===== src/rtl/sprite_draw_scheduler_pkg.sv =====
// Shared types and constants for the sprite draw scheduler: FSM state encoding,
// VGA field widths and the default frame divider.
package sprite_draw_scheduler_pkg;

    typedef enum logic [2:0] {
        IDLE    = 3'd0,
        ER_REQ  = 3'd1,
        ER_WAIT = 3'd2,
        MOVE    = 3'd3,
        DR_REQ  = 3'd4,
        DR_WAIT = 3'd5
    } state_e;

    localparam int X_W   = 9;
    localparam int Y_W   = 8;
    localparam int COL_W = 3;

    // 50 MHz system clock divided down to a 60 Hz frame tick
    localparam int FRAME_CYCLES_DEF = 833334;

endpackage


===== src/rtl/sprite_draw_scheduler_frame_tick_gen.sv =====
// Frame divider: counts 0..DIV-1 and raises tick_o for one cycle on the wrap count.
module sprite_draw_scheduler_frame_tick_gen
    import sprite_draw_scheduler_pkg::*;
#(
    parameter int DIV = FRAME_CYCLES_DEF
) (
    input  logic clk_i,
    input  logic reset_i,
    output logic tick_o
);

    localparam int CNT_W = (DIV > 1) ? $clog2(DIV) : 1;
    localparam logic [CNT_W-1:0] CNT_LAST = CNT_W'(DIV - 1);

    logic [CNT_W-1:0] cnt_q, cnt_d;

    always_comb begin
        tick_o = (cnt_q == CNT_LAST);
        cnt_d  = tick_o ? '0 : cnt_q + 1'b1;
    end

    always_ff @(posedge clk_i) begin
        if (reset_i) begin
            cnt_q <= '0;
        end else begin
            cnt_q <= cnt_d;
        end
    end

endmodule


===== src/rtl/sprite_draw_scheduler.sv =====
// Per-frame erase / move / redraw sequencer for the sprite engines, with a registered
// pixel mux onto the VGA write port. Build with SPRITE_SCHED_WATCHDOG_EN for the done watchdog.
module sprite_draw_scheduler
    import sprite_draw_scheduler_pkg::*;
#(
    parameter int NUM_SPR      = 4,
    parameter int FRAME_CYCLES = FRAME_CYCLES_DEF,
    parameter int WAIT_LIMIT   = 1024
) (
    input  logic                     clk,
    input  logic                     reset,
    output logic [NUM_SPR-1:0]       draw_req,
    output logic [NUM_SPR-1:0]       erase_req,
    output logic                     move_tick,
    input  logic [NUM_SPR-1:0]       spr_done,
    input  logic [NUM_SPR-1:0]       spr_valid,
    input  logic [X_W*NUM_SPR-1:0]   spr_x,
    input  logic [Y_W*NUM_SPR-1:0]   spr_y,
    input  logic [COL_W*NUM_SPR-1:0] spr_colour,
    output logic [X_W-1:0]           x,
    output logic [Y_W-1:0]           y,
    output logic [COL_W-1:0]         colour,
    output logic                     plot,
    output logic                     frame_busy,
    output logic                     overrun,
    output logic [NUM_SPR-1:0]       hang_err
);

    localparam int IDX_W = (NUM_SPR > 1) ? $clog2(NUM_SPR) : 1;
    localparam logic [IDX_W-1:0] LAST_IDX = IDX_W'(NUM_SPR - 1);

    state_e           state_q, state_d;
    logic [IDX_W-1:0] idx_q, idx_d;
    logic             frame_tick;
    logic             in_wait;
    logic             done_hit;
    logic             advance;
    logic             overrun_q;
    logic             plot_q;
    logic [X_W-1:0]   x_q;
    logic [Y_W-1:0]   y_q;
    logic [COL_W-1:0] col_q;

    logic [X_W-1:0]   spr_x_a   [NUM_SPR];
    logic [Y_W-1:0]   spr_y_a   [NUM_SPR];
    logic [COL_W-1:0] spr_col_a [NUM_SPR];

    for (genvar g = 0; g < NUM_SPR; g++) begin : g_unpack
        assign spr_x_a[g]   = spr_x[g*X_W +: X_W];
        assign spr_y_a[g]   = spr_y[g*Y_W +: Y_W];
        assign spr_col_a[g] = spr_colour[g*COL_W +: COL_W];
    end

    sprite_draw_scheduler_frame_tick_gen #(
        .DIV(FRAME_CYCLES)
    ) u_tick (
        .clk_i  (clk),
        .reset_i(reset),
        .tick_o (frame_tick)
    );

    // Only the active sprite's done counts, and only once its req strobe is over
    assign in_wait  = (state_q == ER_WAIT) || (state_q == DR_WAIT);
    assign done_hit = in_wait && spr_done[idx_q];

`ifdef SPRITE_SCHED_WATCHDOG_EN
    localparam int WD_W = (WAIT_LIMIT > 1) ? $clog2(WAIT_LIMIT) : 1;
    localparam logic [WD_W-1:0] WD_LAST = WD_W'(WAIT_LIMIT - 1);

    logic [WD_W-1:0]    wd_q, wd_d;
    logic [NUM_SPR-1:0] hang_q, hang_d;
    logic               timeout;

    assign timeout = in_wait && !done_hit && (wd_q == WD_LAST);
    assign advance = done_hit || timeout;

    always_comb begin
        wd_d   = wd_q;
        hang_d = hang_q;
        if (state_d != state_q) begin
            wd_d = '0;
        end else if (in_wait) begin
            wd_d = wd_q + 1'b1;
        end
        if (timeout) begin
            hang_d[idx_q] = 1'b1;
        end
    end

    always_ff @(posedge clk) begin
        if (reset) begin
            wd_q   <= '0;
            hang_q <= '0;
        end else begin
            wd_q   <= wd_d;
            hang_q <= hang_d;
        end
    end

    assign hang_err = hang_q;
`else
    assign advance  = done_hit;
    // WAIT_LIMIT has no effect without the watchdog; the flags stay low
    assign hang_err = {NUM_SPR{1'b0}} & {NUM_SPR{WAIT_LIMIT > 0}};
`endif

    always_comb begin
        state_d   = state_q;
        idx_d     = idx_q;
        erase_req = '0;
        draw_req  = '0;
        move_tick = 1'b0;
        case (state_q)
            IDLE: begin
                if (frame_tick) begin
                    idx_d   = '0;
                    state_d = ER_REQ;
                end
            end
            ER_REQ: begin
                erase_req[idx_q] = 1'b1;
                state_d          = ER_WAIT;
            end
            ER_WAIT: begin
                if (advance) begin
                    if (idx_q == LAST_IDX) begin
                        state_d = MOVE;
                    end else begin
                        idx_d   = idx_q + 1'b1;
                        state_d = ER_REQ;
                    end
                end
            end
            MOVE: begin
                move_tick = 1'b1;
                idx_d     = '0;
                state_d   = DR_REQ;
            end
            DR_REQ: begin
                draw_req[idx_q] = 1'b1;
                state_d         = DR_WAIT;
            end
            DR_WAIT: begin
                if (advance) begin
                    if (idx_q == LAST_IDX) begin
                        state_d = IDLE;
                    end else begin
                        idx_d   = idx_q + 1'b1;
                        state_d = DR_REQ;
                    end
                end
            end
            default: state_d = IDLE;
        endcase
    end

    always_ff @(posedge clk) begin
        if (reset) begin
            state_q <= IDLE;
            idx_q   <= '0;
        end else begin
            state_q <= state_d;
            idx_q   <= idx_d;
        end
    end

    // Pixel fields load from the active sprite while waiting and hold otherwise
    always_ff @(posedge clk) begin
        if (reset) begin
            plot_q <= 1'b0;
            x_q    <= '0;
            y_q    <= '0;
            col_q  <= '0;
        end else if (in_wait) begin
            plot_q <= spr_valid[idx_q];
            x_q    <= spr_x_a[idx_q];
            y_q    <= spr_y_a[idx_q];
            col_q  <= spr_col_a[idx_q];
        end else begin
            plot_q <= 1'b0;
        end
    end

    // A tick during a frame is dropped; only the sticky flag records it
    always_ff @(posedge clk) begin
        if (reset) begin
            overrun_q <= 1'b0;
        end else if (frame_tick && (state_q != IDLE)) begin
            overrun_q <= 1'b1;
        end
    end

    assign frame_busy = (state_q != IDLE);
    assign overrun    = overrun_q;
    assign plot       = plot_q;
    assign x          = x_q;
    assign y          = y_q;
    assign colour     = col_q;

endmodule


===== config.mk =====
export PLATFORM = sky130hd
export DESIGN_NAME = sprite_draw_scheduler
export DESIGN_NICKNAME = d
export VERILOG_FILES = /design/src/rtl/sprite_draw_scheduler_pkg.sv /design/src/rtl/sprite_draw_scheduler_frame_tick_gen.sv /design/src/rtl/sprite_draw_scheduler.sv
export SDC_FILE = /design/constraint.sdc
export NUM_CORES = 1
export LEC_CHECK = 0
export ABC_AREA = 0
export CAP_MARGIN = 20
export CORE_AREA = 8 8 93 95
export DETAILED_ROUTE_END_ITERATION = 8
export DIE_AREA = 0 0 101 103
export PLACE_DENSITY = 0.79
export SLEW_MARGIN = 20
export SYNTH_ARGS = -nofsm -noshare
export SYNTH_HDL_FRONTEND = slang
export SYNTH_HIERARCHICAL = 1
export SYNTH_SLANG_ARGS = --single-unit

===== constraint.sdc =====
create_clock -name clk -period 2.4 [get_ports clk]
set_input_delay 0.24 -clock clk [delete_from_list [all_inputs] [get_ports clk]]
set_output_delay 0.24 -clock clk [all_outputs]
set_load 0.05 [all_outputs]

==> summary.txt <==
run results: Top cells excl fill/tap clkdlybuf4s50_1, nand2_1, dfxtp_1, main area contributors dfxtp_1, mux4_2, nand2_1, a21oi_1, mux4_1, min cycle time layout 2.164 ns, ANT nets after route 0, type of origin of the critical path flop, total power 1487 µW, fillcell total 637, Die X-Extent 101 µm, Synth Warn # 6, average wire per standard cell 16.79 µm, Final HPWL DP 6931 µm, Buf/Inv on CP 1, Layout area overhead 50.97%, Floorplan Utilization 0.3876, post-DR vias/cell 5.217, final std cells w/o fill 517, outcome finished, final reports clean, Mapped Area 0.002766 mm², routability cong. 0.8587, IO buf count 121, Avg Cell Area, Syn 9.221 µm², Synth top cells by count dfxtp_1, nand2_1, a21oi_1, max cap viols 0, Tool Warnings 30, Pre-Repair DR Iteration Count 4, Worst-path clk slew 0.08 ns, ys flops 47, PwrDens 356.1 mW/mm², final hold slack 0.4528 ns, most frequent logic cell in the layout clkdlybuf4s50_1, Critical Path End Type primary output, ys async rst share 0, Dominant cell area share 0.3401, placed insts 510, total track usage 0.1608, clk sinks 47, Finished Cell Area 0.004177 mm², CP arrival 1.92 ns, hold crit path type reg -> reg, final tally of hold violations 0, H-Tree Depth 2, post-layout util 0.5852
## what timing repair did
action,CTS,global route
gates resized,0,2
endpoints found under the setup margin,0,2
setup buffers,0,0
## cells by family (layout without fill, tap and decap cells)
family                     Yosys count  after routing  share of synthesized area
other                                1              4                   0.001356
AOI/OAI and AO/OA                   42             42                    0.08639
DFF                                 47             47                     0.3401
adders and majority gates            6              6                    0.02714
muxes                               25             25                     0.1954
and+or+nand+nor                    135            135                     0.2474
buffers and inverters               31            146                    0.06105
xor gates and xnor gates            13             13                    0.04116
## layer usage
metal | up-vias | wire length [µm]
li1 | 1297 | -
met1 | 1267 | 3427
met2 | 109 | 4457
met3 | 24 | 478
met4 | 0 | 316
met5 | - | 0
## worst reg2reg max path: stages, from the launching register on
cell and delay, ns:
dfxtp_1 0.41, ha_1 0.20, nand4b_1 0.09, or4_1 0.42, nor4_2 0.26, nand2b_1 0.17, o21a_1 0.19, o211ai_1 0.15
o211ai_1 0.11
## state kept, by name, summed over array words and instances, names as in the netlist
register	cells
plot	1
y	8
u_tick/cnt_q	20
x	9
colour	3
overrun	1
state_q	3
idx_q	2
## worst paths after layout
path / startpoint / endpoint / slack [ns] / cells past startpoint
max: state_q[1] / frame_busy / 0.24 / 2
min: y[0] / y[0] / 0.45 / 2
max reg2reg: u_tick/cnt_q[0] / idx_q[1] / 0.28 / 8
min reg2reg: y[0] / y[0] / 0.45 / 2
## cell type report
cell class	instances	area, µm²	area share
Clock buffer	6	82.58	0.01977
Clock inverter	1	5.005	0.001198
Inverter	8	30.03	0.007190
Multi-Input combinational cell	225	1674	0.4008
Sequential cell	47	942.2	0.2256
Tap cell	99	123.9	0.02966
Timing Repair Buffer	131	1319	0.3158
## where the power goes
group          internal [µW]  total (µW)  switching (µW)
sequential               783         788            4.42
clock                    226         479             253
combinational            159         221            61.3
**Met1 routing**

Bar = 20 µm.
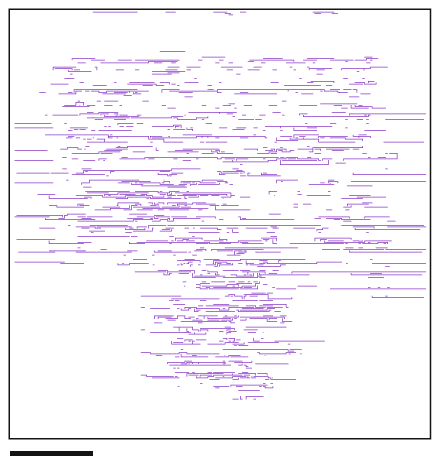
nets with wire on the layer: 454
longest straight run: 36.8 µm
wire length on this layer: 3430 µm
via count: 2697
final WL: 8680 µm
Global Route met1 Usage: 0.1724

**Metal 2**

Bar = 20 µm.
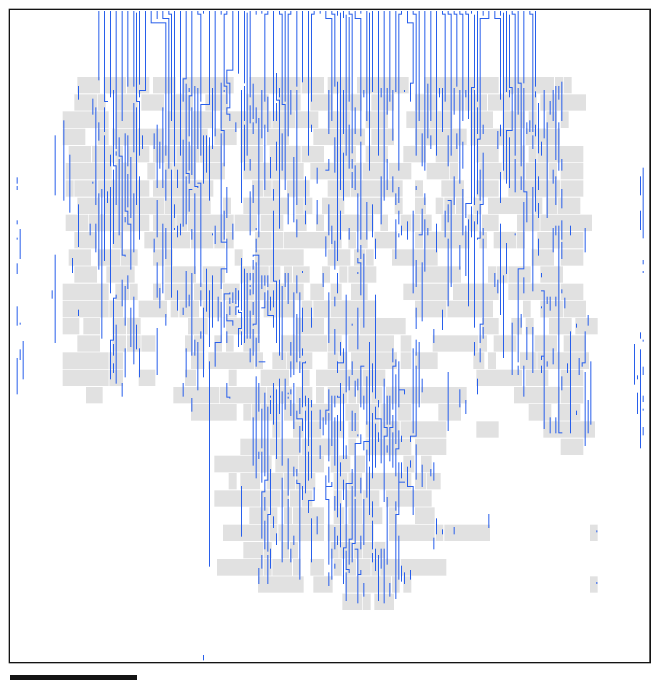
nets with wire on the layer: 437
share of all routed wire: 51%
main direction: vertical
wire length on this layer: 4460 µm
longest straight run: 32.6 µm
M2 GR Usage: 0.2817

**Metal 3**

Bar = 20 µm.
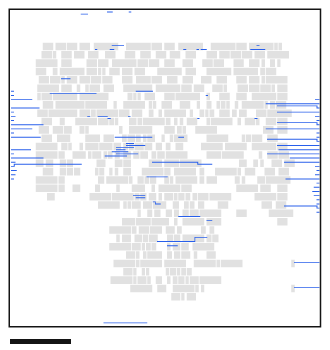
share of all routed wire: 5.5%
longest straight run: 21.8 µm
GR Layer Usage met3: 0.03916

Power and IR drop assume default switching activity.
